[src/rtl/img_tile_reader.sv]
// Tile sequencer in front of the image ROM: walks a tile in raster order, zero-pads out-of-bounds
// pixels and streams them through a small credit-controlled FIFO with valid/ready backpressure.
module img_tile_reader #(
    parameter int IMG_W = 224,
    parameter int IMG_H = 224,
    parameter int AW    = $clog2(IMG_W * IMG_H)
) (
    input  logic                clk,
    input  logic                rst_n,
    input  logic                start,
    input  logic signed [9:0]   cfg_x0,
    input  logic signed [9:0]   cfg_y0,
    input  logic [7:0]          cfg_tw,
    input  logic [7:0]          cfg_th,
    output logic                busy,
    output logic                done,
    output logic                rom_en,
    output logic [AW-1:0]       rom_addr,
    input  logic [23:0]         rom_dout,
    output logic                m_valid,
    input  logic                m_ready,
    output logic [23:0]         m_data,
    output logic                m_last,
    output logic                m_pad
);

    typedef enum logic [1:0] {IDLE = 2'd0, RUN = 2'd1, DRAIN = 2'd2} state_t;

    state_t          state_r, state_nxt_s;
    logic [9:0]      x0_r, y0_r;
    logic [7:0]      tw_r, th_r, c_r, r_r;
    logic [AW-1:0]   addr_hold_r, addr_s;
    logic [10:0]     x_s, y_s;
    logic            inb_s, last_s, credit_ok_s, issue_s, accept_s;
    logic            s2_vld_r, s2_pad_r, s2_last_r;
    logic            busy_r, busy_nxt_s, done_r, done_nxt_s;
    logic [23:0]     fifo_data_r [4];
    logic            fifo_pad_r  [4];
    logic            fifo_last_r [4];
    logic [23:0]     fifo_data_nxt_s [4];
    logic            fifo_pad_nxt_s  [4];
    logic            fifo_last_nxt_s [4];
    logic [2:0]      count_r, count_nxt_s, wr_idx_s;
    logic            m_valid_r, push_s, pop_s;
    logic [23:0]     push_data_s;

    // Pixel coordinates, bounds test, address and issue credit for the current slot
    always_comb begin
        x_s         = {x0_r[9], x0_r} + {3'b000, c_r};
        y_s         = {y0_r[9], y0_r} + {3'b000, r_r};
        inb_s       = !x_s[10] && (x_s < 11'(IMG_W)) && !y_s[10] && (y_s < 11'(IMG_H));
        addr_s      = AW'(y_s) * AW'(IMG_W) + AW'(x_s);
        last_s      = (c_r == tw_r - 8'd1) && (r_r == th_r - 8'd1);
        // in-flight = FIFO entries plus the slot waiting on ROM data
        credit_ok_s = (count_r + {2'b00, s2_vld_r}) < 3'd3;
        issue_s     = (state_r == RUN) && credit_ok_s;
        accept_s    = (state_r == IDLE) && start;
    end

    assign rom_en   = issue_s && inb_s;
    assign rom_addr = rom_en ? addr_s : addr_hold_r;

    // FSM state register
    always_ff @(posedge clk or negedge rst_n) begin
        if (!rst_n) begin
            state_r <= IDLE;
        end else begin
            state_r <= state_nxt_s;
        end
    end

    // FSM next-state, busy and done decisions
    always_comb begin
        state_nxt_s = state_r;
        busy_nxt_s  = busy_r;
        done_nxt_s  = 1'b0;
        case (state_r)
            IDLE: begin
                if (start) begin
                    if ((cfg_tw == 8'd0) || (cfg_th == 8'd0)) begin
                        done_nxt_s = 1'b1;
                    end else begin
                        state_nxt_s = RUN;
                        busy_nxt_s  = 1'b1;
                    end
                end else begin
                    busy_nxt_s = 1'b0;
                end
            end
            RUN: begin
                if (issue_s && last_s) begin
                    state_nxt_s = DRAIN;
                end else begin
                    state_nxt_s = RUN;
                end
            end
            DRAIN: begin
                if (pop_s && m_last) begin
                    state_nxt_s = IDLE;
                    busy_nxt_s  = 1'b0;
                    done_nxt_s  = 1'b1;
                end else begin
                    state_nxt_s = DRAIN;
                end
            end
            default: begin
                state_nxt_s = IDLE;
                busy_nxt_s  = 1'b0;
            end
        endcase
    end

    // Command latch, raster counters, address hold and ROM-stage tag
    always_ff @(posedge clk or negedge rst_n) begin
        if (!rst_n) begin
            x0_r        <= 10'd0;
            y0_r        <= 10'd0;
            tw_r        <= 8'd0;
            th_r        <= 8'd0;
            c_r         <= 8'd0;
            r_r         <= 8'd0;
            addr_hold_r <= '0;
            s2_vld_r    <= 1'b0;
            s2_pad_r    <= 1'b0;
            s2_last_r   <= 1'b0;
            busy_r      <= 1'b0;
            done_r      <= 1'b0;
        end else begin
            busy_r    <= busy_nxt_s;
            done_r    <= done_nxt_s;
            s2_vld_r  <= issue_s;
            s2_pad_r  <= issue_s && !inb_s;
            s2_last_r <= issue_s && last_s;
            if (rom_en) begin
                addr_hold_r <= addr_s;
            end
            if (accept_s) begin
                x0_r <= cfg_x0;
                y0_r <= cfg_y0;
                tw_r <= cfg_tw;
                th_r <= cfg_th;
                c_r  <= 8'd0;
                r_r  <= 8'd0;
            end else if (issue_s) begin
                if (c_r == tw_r - 8'd1) begin
                    c_r <= 8'd0;
                    r_r <= r_r + 8'd1;
                end else begin
                    c_r <= c_r + 8'd1;
                end
            end
        end
    end

    // Shift-register FIFO next state: entry 0 is always the stream head
    always_comb begin
        push_s          = s2_vld_r;
        pop_s           = m_valid_r && m_ready;
        push_data_s     = s2_pad_r ? 24'h000000 : rom_dout;
        wr_idx_s        = pop_s ? (count_r - 3'd1) : count_r;
        count_nxt_s     = count_r + {2'b00, push_s} - {2'b00, pop_s};
        fifo_data_nxt_s = fifo_data_r;
        fifo_pad_nxt_s  = fifo_pad_r;
        fifo_last_nxt_s = fifo_last_r;
        if (pop_s) begin
            for (int i = 0; i < 3; i++) begin
                fifo_data_nxt_s[i] = fifo_data_r[i+1];
                fifo_pad_nxt_s[i]  = fifo_pad_r[i+1];
                fifo_last_nxt_s[i] = fifo_last_r[i+1];
            end
        end else begin
            fifo_data_nxt_s = fifo_data_r;
        end
        for (int i = 0; i < 4; i++) begin
            if (push_s && (wr_idx_s == 3'(i))) begin
                fifo_data_nxt_s[i] = push_data_s;
                fifo_pad_nxt_s[i]  = s2_pad_r;
                fifo_last_nxt_s[i] = s2_last_r;
            end else begin
                fifo_pad_nxt_s[i] = fifo_pad_nxt_s[i];
            end
        end
    end

    // FIFO storage, occupancy and registered valid
    always_ff @(posedge clk or negedge rst_n) begin
        if (!rst_n) begin
            for (int i = 0; i < 4; i++) begin
                fifo_data_r[i] <= 24'h000000;
                fifo_pad_r[i]  <= 1'b0;
                fifo_last_r[i] <= 1'b0;
            end
            count_r   <= 3'd0;
            m_valid_r <= 1'b0;
        end else begin
            fifo_data_r <= fifo_data_nxt_s;
            fifo_pad_r  <= fifo_pad_nxt_s;
            fifo_last_r <= fifo_last_nxt_s;
            count_r     <= count_nxt_s;
            m_valid_r   <= (count_nxt_s != 3'd0);
        end
    end

    assign busy    = busy_r;
    assign done    = done_r;
    assign m_valid = m_valid_r;
    assign m_data  = fifo_data_r[0];
    assign m_pad   = fifo_pad_r[0];
    assign m_last  = fifo_last_r[0];

endmodule

[config.mk]
export PLATFORM = sky130hd
export DESIGN_NAME = img_tile_reader
export DESIGN_NICKNAME = d
export VERILOG_FILES = /design/src/rtl/img_tile_reader.sv
export SDC_FILE = /design/constraint.sdc
export NUM_CORES = 1
export LEC_CHECK = 0
export ABC_AREA = 1
export CAP_MARGIN = 25
export CORE_MARGIN = 3
export CORE_UTILIZATION = 40
export CTS_BUF_LIST = sky130_fd_sc_hd__clkbuf_16
export DETAILED_ROUTE_END_ITERATION = 10
export GPL_ROUTABILITY_DRIVEN = 0
export REMOVE_ABC_BUFFERS = 1
export SLEW_MARGIN = 5
export SYNTH_ARGS = -nofsm -noshare
export SYNTH_HDL_FRONTEND = slang
export SYNTH_SLANG_ARGS = --single-unit
[constraint.sdc]
create_clock -name clk -period 10.53 [get_ports clk]
set_input_delay 3.159 -clock clk [delete_from_list [all_inputs] [get_ports clk]]
set_output_delay 3.159 -clock clk [all_outputs]
set_load 0.01 [all_outputs]
Figure 1. Close-up of the layout (run 1).
Region (22, 107) to (62, 147) um. Cells in gray, sequential cells in the stronger gray; small squares are vias.
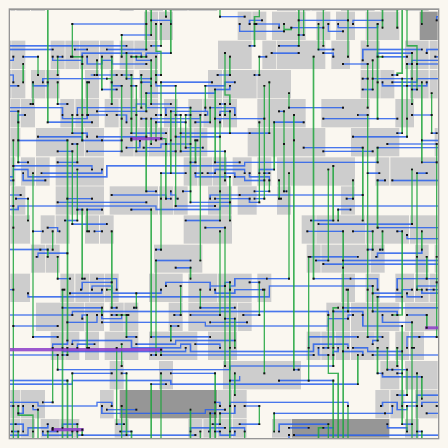
Key: purple = metal 3; green = metal 2; blue = metal 1
153 logic cells have their middle in the window. Netlist names of flops here include `x0_r` (1), `y0_r` (1). Most frequent: nand2_1 (40), inv_1 (36), ha_1 (16). Sequential cells in the window: 2.

Figure 2. Clock nets (run 1).
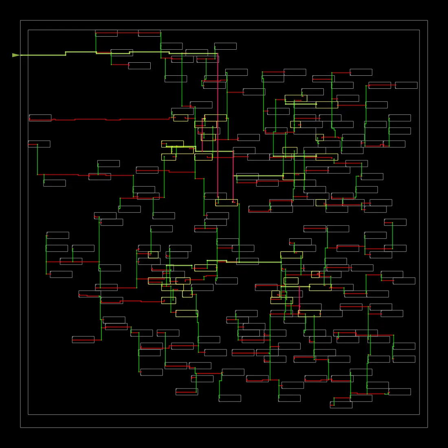
clock latency on the worst-skew pair: 0.44 ns
number of clock sinks seen by CTS: 183

Figure 3. Port wiring (run 1).
Scale bar: 50 um.
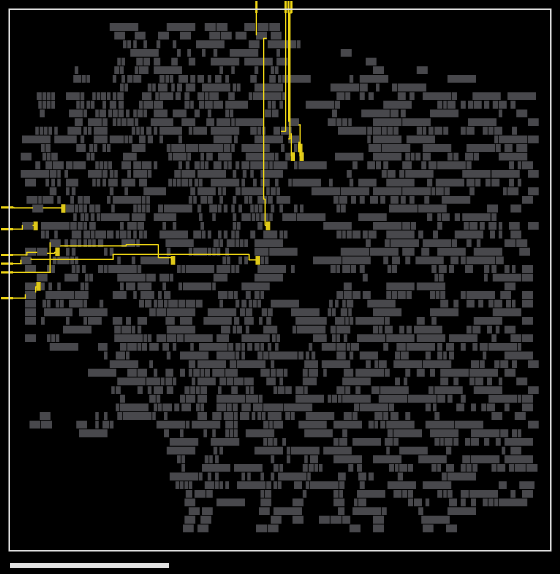
Key: yellow = `cfg_x0` [direction input, edge 6 left, 4 top, end cells 10, buffers 10, wire 381 um]
Ports: 110
port bufs: 109

Figure 4. Where the registers sit (run 1).
Scale bar: 50 um. Other sequential cells in the stronger gray, the rest of the logic in the fainter gray.
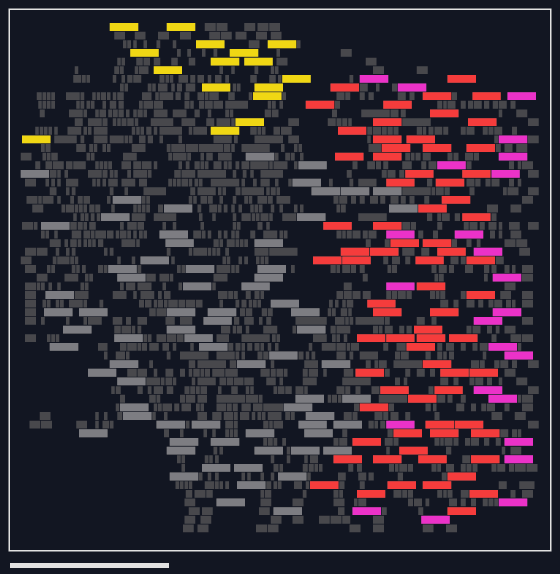
Key: red = `fifo_data_r` [flops 72, where a column on the right]; yellow = `addr_hold_r` [flops 16, where top center]; magenta = `m_data` [flops 24]
final core utilization: 47.82%
area occupied by registers: 4579 um^2
seq pwr: 0.00114 W

==> metrics.log, run 1 <==
[flow] collecting metrics
INFO  metric status = finished, final reports clean
INFO  metric flow.area_growth_from_synthesis = 16.63%
INFO  metric max_cap_viol_count = 0
INFO  metric tightestPinTransition = 0.9435 ns
INFO  metric grt_most_used_layer = met2
INFO  metric timing.critical_path.cells = ha_1 > fa_1 > nand2_1 > inv_1 > nor2_1 > inv_1 > fa_1 > inv_1 > ha_1 > fa_1 > ha_1 > nand2_1 > o21ai_0 > nand3_1 > nand2_1 > nand2_1 > nor3_1 > nand2_1 > inv_1 > nand2_1 > nand2_1 > nand2_1 > nand2_1 > clkdlybuf4s50_1
INFO  metric routedLengthMet1 = 11,360 um
INFO  metric crit_path_start_kind = flip-flop
INFO  metric nets = 1,484
INFO  metric post-route-drc-count = 0
INFO  metric clk_root_buffer_cell = sky130_fd_sc_hd__clkbuf_16
INFO  metric critical-path-max-stage-delay = 0.54 ns
INFO  metric yosys_area = 10,750 um^2
INFO  metric use_met2 = 30.08%
INFO  metric cts-hold-fix-buffers = 0
INFO  metric fin_setup_tns = 0 ns
INFO  metric ant_nets = 0
INFO  metric timing.final.hold_violations = 0
INFO  metric worstSetupPathType = reg2out
INFO  metric grt_first_pass_wirelength = 42,280 um
INFO  metric first_global_vias = 8,710
INFO  metric ys_cells = 1,317
INFO  metric num_antenna_cells = 0
INFO  metric pwr.group.clock = 0.000680 W
INFO  metric maxClockFrequency = 115.5 MHz
INFO  metric setup_repair_after_global_routing_missed_its_margin = false
INFO  metric synth.cellmix.compoundShare = 10.06%
INFO  metric openroad.warnings = 28
INFO  metric drive_gt1_share = 6.739%
INFO  metric final_clock_skew = 0.01776 ns
INFO  metric hp-class = reg2reg
INFO  metric lay_top_count = sky130_fd_sc_hd__nand2_1
INFO  metric finish.instance_area = 12,530 um^2
INFO  metric cts_htree_levels = 4
INFO  metric power.switching_fraction = 46.57%
INFO  metric ys_sh_xor = 4.157%
INFO  metric max-slew-margin-rel = 37.10%
INFO  metric clockBufferDepth = 2
INFO  metric crit_fanout = 7
INFO  metric antenna_found_initial = 0
INFO  metric total_cell_area_at_the_placement_stage = 11,870 um^2
INFO  metric worst_slack = 1.871 ns
INFO  metric timing.hold.worst_endpoint = addr_hold_r[1]
INFO  metric grt_start_max_net_pins = 108
INFO  metric finalClockPeriodUsage = 82.24%
INFO  metric endpoint_kind = output port
INFO  metric synth-seq-cells = 183
INFO  metric met1_usage = 23.58%
INFO  metric reg2reg_slack = 5.93 ns
INFO  metric r2r.worst_path.cells = 22
INFO  metric via_per_inst = 5.122
INFO  metric hold_depth = 2
INFO  metric fillers = 2,539
INFO  metric p_leak = 5.967 nW
INFO  metric floorplan.rows = 59
INFO  metric postCtsResizedCells = 0
INFO  metric cts_tree = yes
INFO  metric critical_path.n_buffers_inverters = 5
INFO  metric final-max-slew-violation-count = 0
-- run 1: tightest hold or removal path, delay by kind of cell, from the launching register on --
kind / cells / cell delay, ns
DFF: 1 / 0.32
and+or+nand+nor: 2 / 0.11
-- run 1: state kept, by name, summed over array words and instances, names as in the netlist --
name and count:
s2_pad_r 1, count_r 3, tw_r 8, x0_r 10, m_data 24, s2_last_r 1, push_s 1, state_r 2
m_pad 1, m_valid 1, fifo_pad_r 3, th_r 8, m_last 1, c_r 8, addr_hold_r 16, r_r 8
done 1, busy 1, fifo_last_r 3, y0_r 10, fifo_data_r 72
-- run 1: cells in the mapped netlist, drive strengths merged --
master / number
ha: 46
nand2: 347
or2: 10
a31oi: 3
a21o: 4
xnor2: 18
o211ai: 79
nand3b: 9
fa: 7
o21ai: 59
nor2: 50
xor2: 33
and2: 1
nand3: 193
buf: 44
o21a: 1
o22ai: 1
o21bai: 1
a22o: 1
clkbuf: 43
a21oi: 13
inv: 115
a21boi: 2
nand4: 37
dfrtp: 183
nor3: 13
nor4: 4
-- run 1: worst max-delay path by stage --
stage | slack [ns] | start | depth (start not counted) | endpoint
after CTS | 1.81 | r_r[0] | 24 | rom_addr[15]
after floorplan | 3.10 | m_ready | 8 | fifo_data_r[48]
after detailed placement | 2.32 | r_r[0] | 24 | rom_addr[15]
final | 1.87 | r_r[0] | 24 | rom_addr[15]
after global routing | 1.43 | r_r[0] | 24 | rom_addr[15]
after global placement | 2.41 | r_r[0] | 24 | rom_addr[15]
-- run 1: final cells by class --
class                   instances  area share (%)
well taps                     335           3.345
flip-flops and latches        183           36.54
clock inverters                15           1.637
repair buffers                118           9.435
multi-input cells             932           42.16
clock buffers                  17           3.395
inverters                     115           3.484
==> run 2, diff against run 1 <==
==> constraint.sdc (replaced) <==
create_clock -name clk -period 7.5 [get_ports clk]
set_input_delay 2.25 -clock clk [delete_from_list [all_inputs] [get_ports clk]]
set_output_delay 2.25 -clock clk [all_outputs]
set_load 0.01 [all_outputs]
Figure 5. Port wiring (run 2).
Scale bar: 50 um.
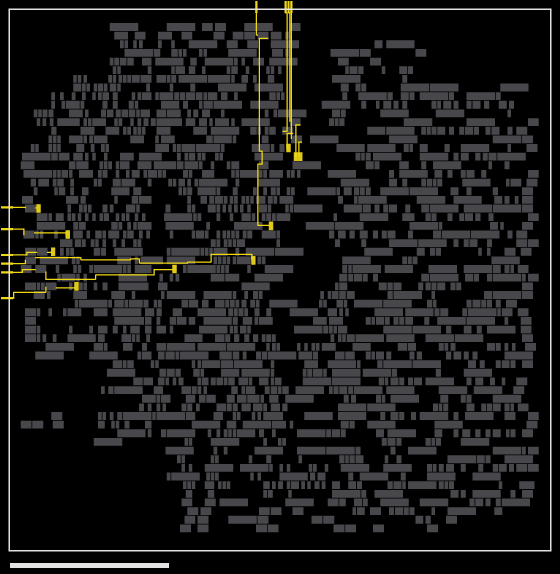
Key: yellow = `cfg_x0` [direction input, edge 6 left, 4 top, end cells 10, buffers 10, wire 402 um]

Figure 6. Where the registers sit (run 2).
Scale bar: 50 um. Other sequential cells in the stronger gray, the rest of the logic in the fainter gray.
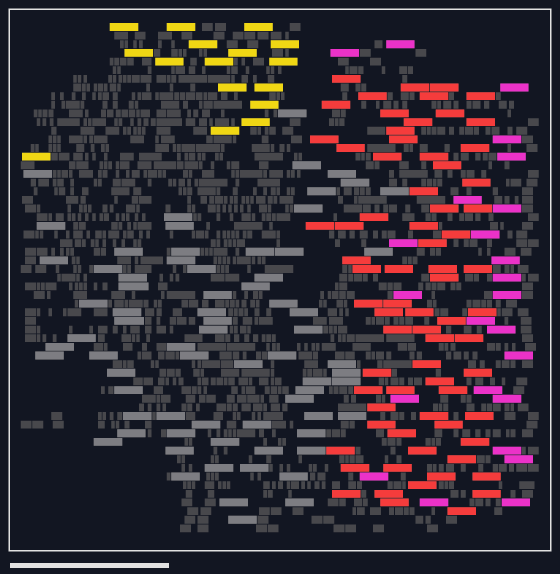
Key: red = `fifo_data_r` [flops 72, where a column on the right]; yellow = `addr_hold_r` [flops 16, where top center]; magenta = `m_data` [flops 24]
seq pwr: 0.00161 W
final core utilization: 48.07%
area occupied by registers: 4582 um^2
flop share of the area: 36.37%

Figure 7. Close-up of the layout (run 2).
Region (22, 107) to (62, 147) um. Cells in gray, sequential cells in the stronger gray; small squares are vias.
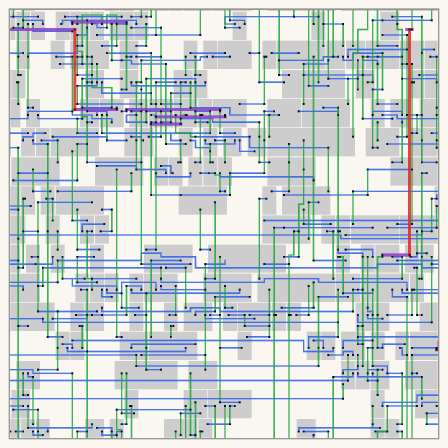
Key: red = metal 4; green = metal 2; blue = metal 1; purple = metal 3
147 logic cells have their middle in the window. Sequential cells in the window: 0. Most frequent: inv_1 (36), nand2_1 (32), ha_1 (16).

==> run 2 against run 1 <==
- core utilization up 0.25 points
- register-to-register slack lost 2.5 ns
- total power increased by 45%
==> metrics.log, run 2 <==
[flow] collecting metrics
INFO  metric io_pins = 110 (unchanged)
INFO  metric first_global_vias = 8,589 (-1.4%)
INFO  metric yosys_area = 10,750 um^2 (unchanged)
INFO  metric tightestPinTransition = 0.8948 ns (-0.04871 ns)
INFO  metric cts_htree_levels = 4 (unchanged)
INFO  metric power.switching_fraction = 46.84% (+0.28 points)
INFO  metric max_cap_viol_count = 0 (unchanged)
INFO  metric via_per_inst = 5.162 (+0.78%)
INFO  metric antenna_found_initial = 0 (unchanged)
INFO  metric critical-path-max-stage-delay = 0.54 ns (about the same)
INFO  metric worst_slack = 0.3289 ns (-1.542 ns)
INFO  metric grt_start_max_net_pins = 81 (-25%)
INFO  metric openroad.warnings = 26 (-7.1%)
INFO  metric flow.area_growth_from_synthesis = 17.23%
INFO  metric post-route-drc-count = 0 (unchanged)
INFO  metric floorplan.rows = 59 (unchanged)
INFO  metric synth-main-ff-cell = sky130_fd_sc_hd__dfrtp_1
INFO  metric edf_count = 0 (unchanged)
INFO  metric io_buffers = 109 (unchanged)
INFO  metric cts_num_sinks = 183 (unchanged)
INFO  metric timing.final.hold_violations = 0 (unchanged)
INFO  metric setup_repair_after_global_routing_missed_its_margin = false
INFO  metric hp-class = reg2reg
INFO  metric met1_usage = 23.75% (+0.17 points)
INFO  metric use_met2 = 29.80% (-0.28 points)
INFO  metric grt_most_used_layer = met2
INFO  metric ant_nets = 0 (unchanged)
INFO  metric final_clock_skew = 0.01805 ns (+0.0002876 ns)
INFO  metric drive_gt1_share = 7.531% (+0.79 points)
INFO  metric grt_first_pass_wirelength = 41,970 um (-0.75%)
INFO  metric status = finished, final reports clean
INFO  metric timing.critical_path.cells = ha_2 > fa_1 > nand2_1 > inv_1 > nor2_4 > inv_1 > fa_1 > inv_1 > ha_1 > fa_2 > ha_4 > nand2_1 > o21ai_2 > nand3_1 > nand2_1 > nand2_1 > o21a_1 > nor2_1 > nand4_1 > nand2_1 > clkdlybuf4s50_1
INFO  metric async_flop_share = 100.0% (unchanged)
INFO  metric lay_top_count = sky130_fd_sc_hd__nand2_1
INFO  metric post-synth-top-count-cell = sky130_fd_sc_hd__nand2_1
INFO  metric routedLengthMet1 = 11,620 um (+2.3%)
INFO  metric finalClockPeriodUsage = 95.62%
INFO  metric cts-hold-fix-buffers = 0 (unchanged)
==> run 2: cell counts after synthesis <==
No cell type changed its count.
==> run 2: what timing repair did <==
item                       CTS  global route
resized                      7             9
setup endpoints to repair    4             4
pin swaps                    0             2
==> run 2: final timing paths <==
kind                                      start               to  slack, ns  depth (start not counted)
worst max register to register           r_r[0]  addr_hold_r[15]       3.39                         22
max in group asynchronous                 rst_n           r_r[0]       4.44                          2
min in group asynchronous                 rst_n       m_data[19]       1.78                          1
worst min register to register  addr_hold_r[13]  addr_hold_r[13]       0.47                          2
worst max-delay path                     r_r[0]     rom_addr[13]       0.33                         21
worst min-delay path            addr_hold_r[13]  addr_hold_r[13]       0.47                          2
==> run 2: cell type report <==
| class | count | area (um^2) |
|---|---|---|
| fillers | 2546 | 13610 |
| multi-input cells | 932 | 5336 |
| flip-flops and latches | 183 | 4582 |
| repair buffers | 119 | 1177 |
| inverters | 115 | 436.7 |
| clock buffers | 17 | 425.4 |
| well taps | 335 | 419.2 |
| clock inverters | 15 | 220.2 |
==> run 2: power by group through the flow <==
stage | clock [W] | combinational, W | sequential (W)
final | 0.000956 | 0.00410 | 0.00161
after global routing | 0.00103 | 0.00471 | 0.00166
after floorplan | 0 | 0.00298 | 0.00159
after detailed placement | 0 | 0.00392 | 0.00163
after global placement | 0 | 0.00385 | 0.00161
after CTS | 0.000983 | 0.00406 | 0.00161
==> run 2: cell families after synthesis <==
family / synth area share (%)
AND-OR/OR-AND: 10.06
XOR/XNOR: 4.157
adder cells (fa/ha/maj): 6.660
buffers and inverters: 8.302
flip-flops: 42.62
AND/OR/NAND/NOR: 28.20
==> run 2: worst min-delay path: stages (launching register included) <==
cell,delay [ns]
sky130_fd_sc_hd__dfrtp_1,0.33
sky130_fd_sc_hd__nand2_1,0.05
sky130_fd_sc_hd__nand2_1,0.06
No activity file was given, so power comes from the tool's default toggle rates.
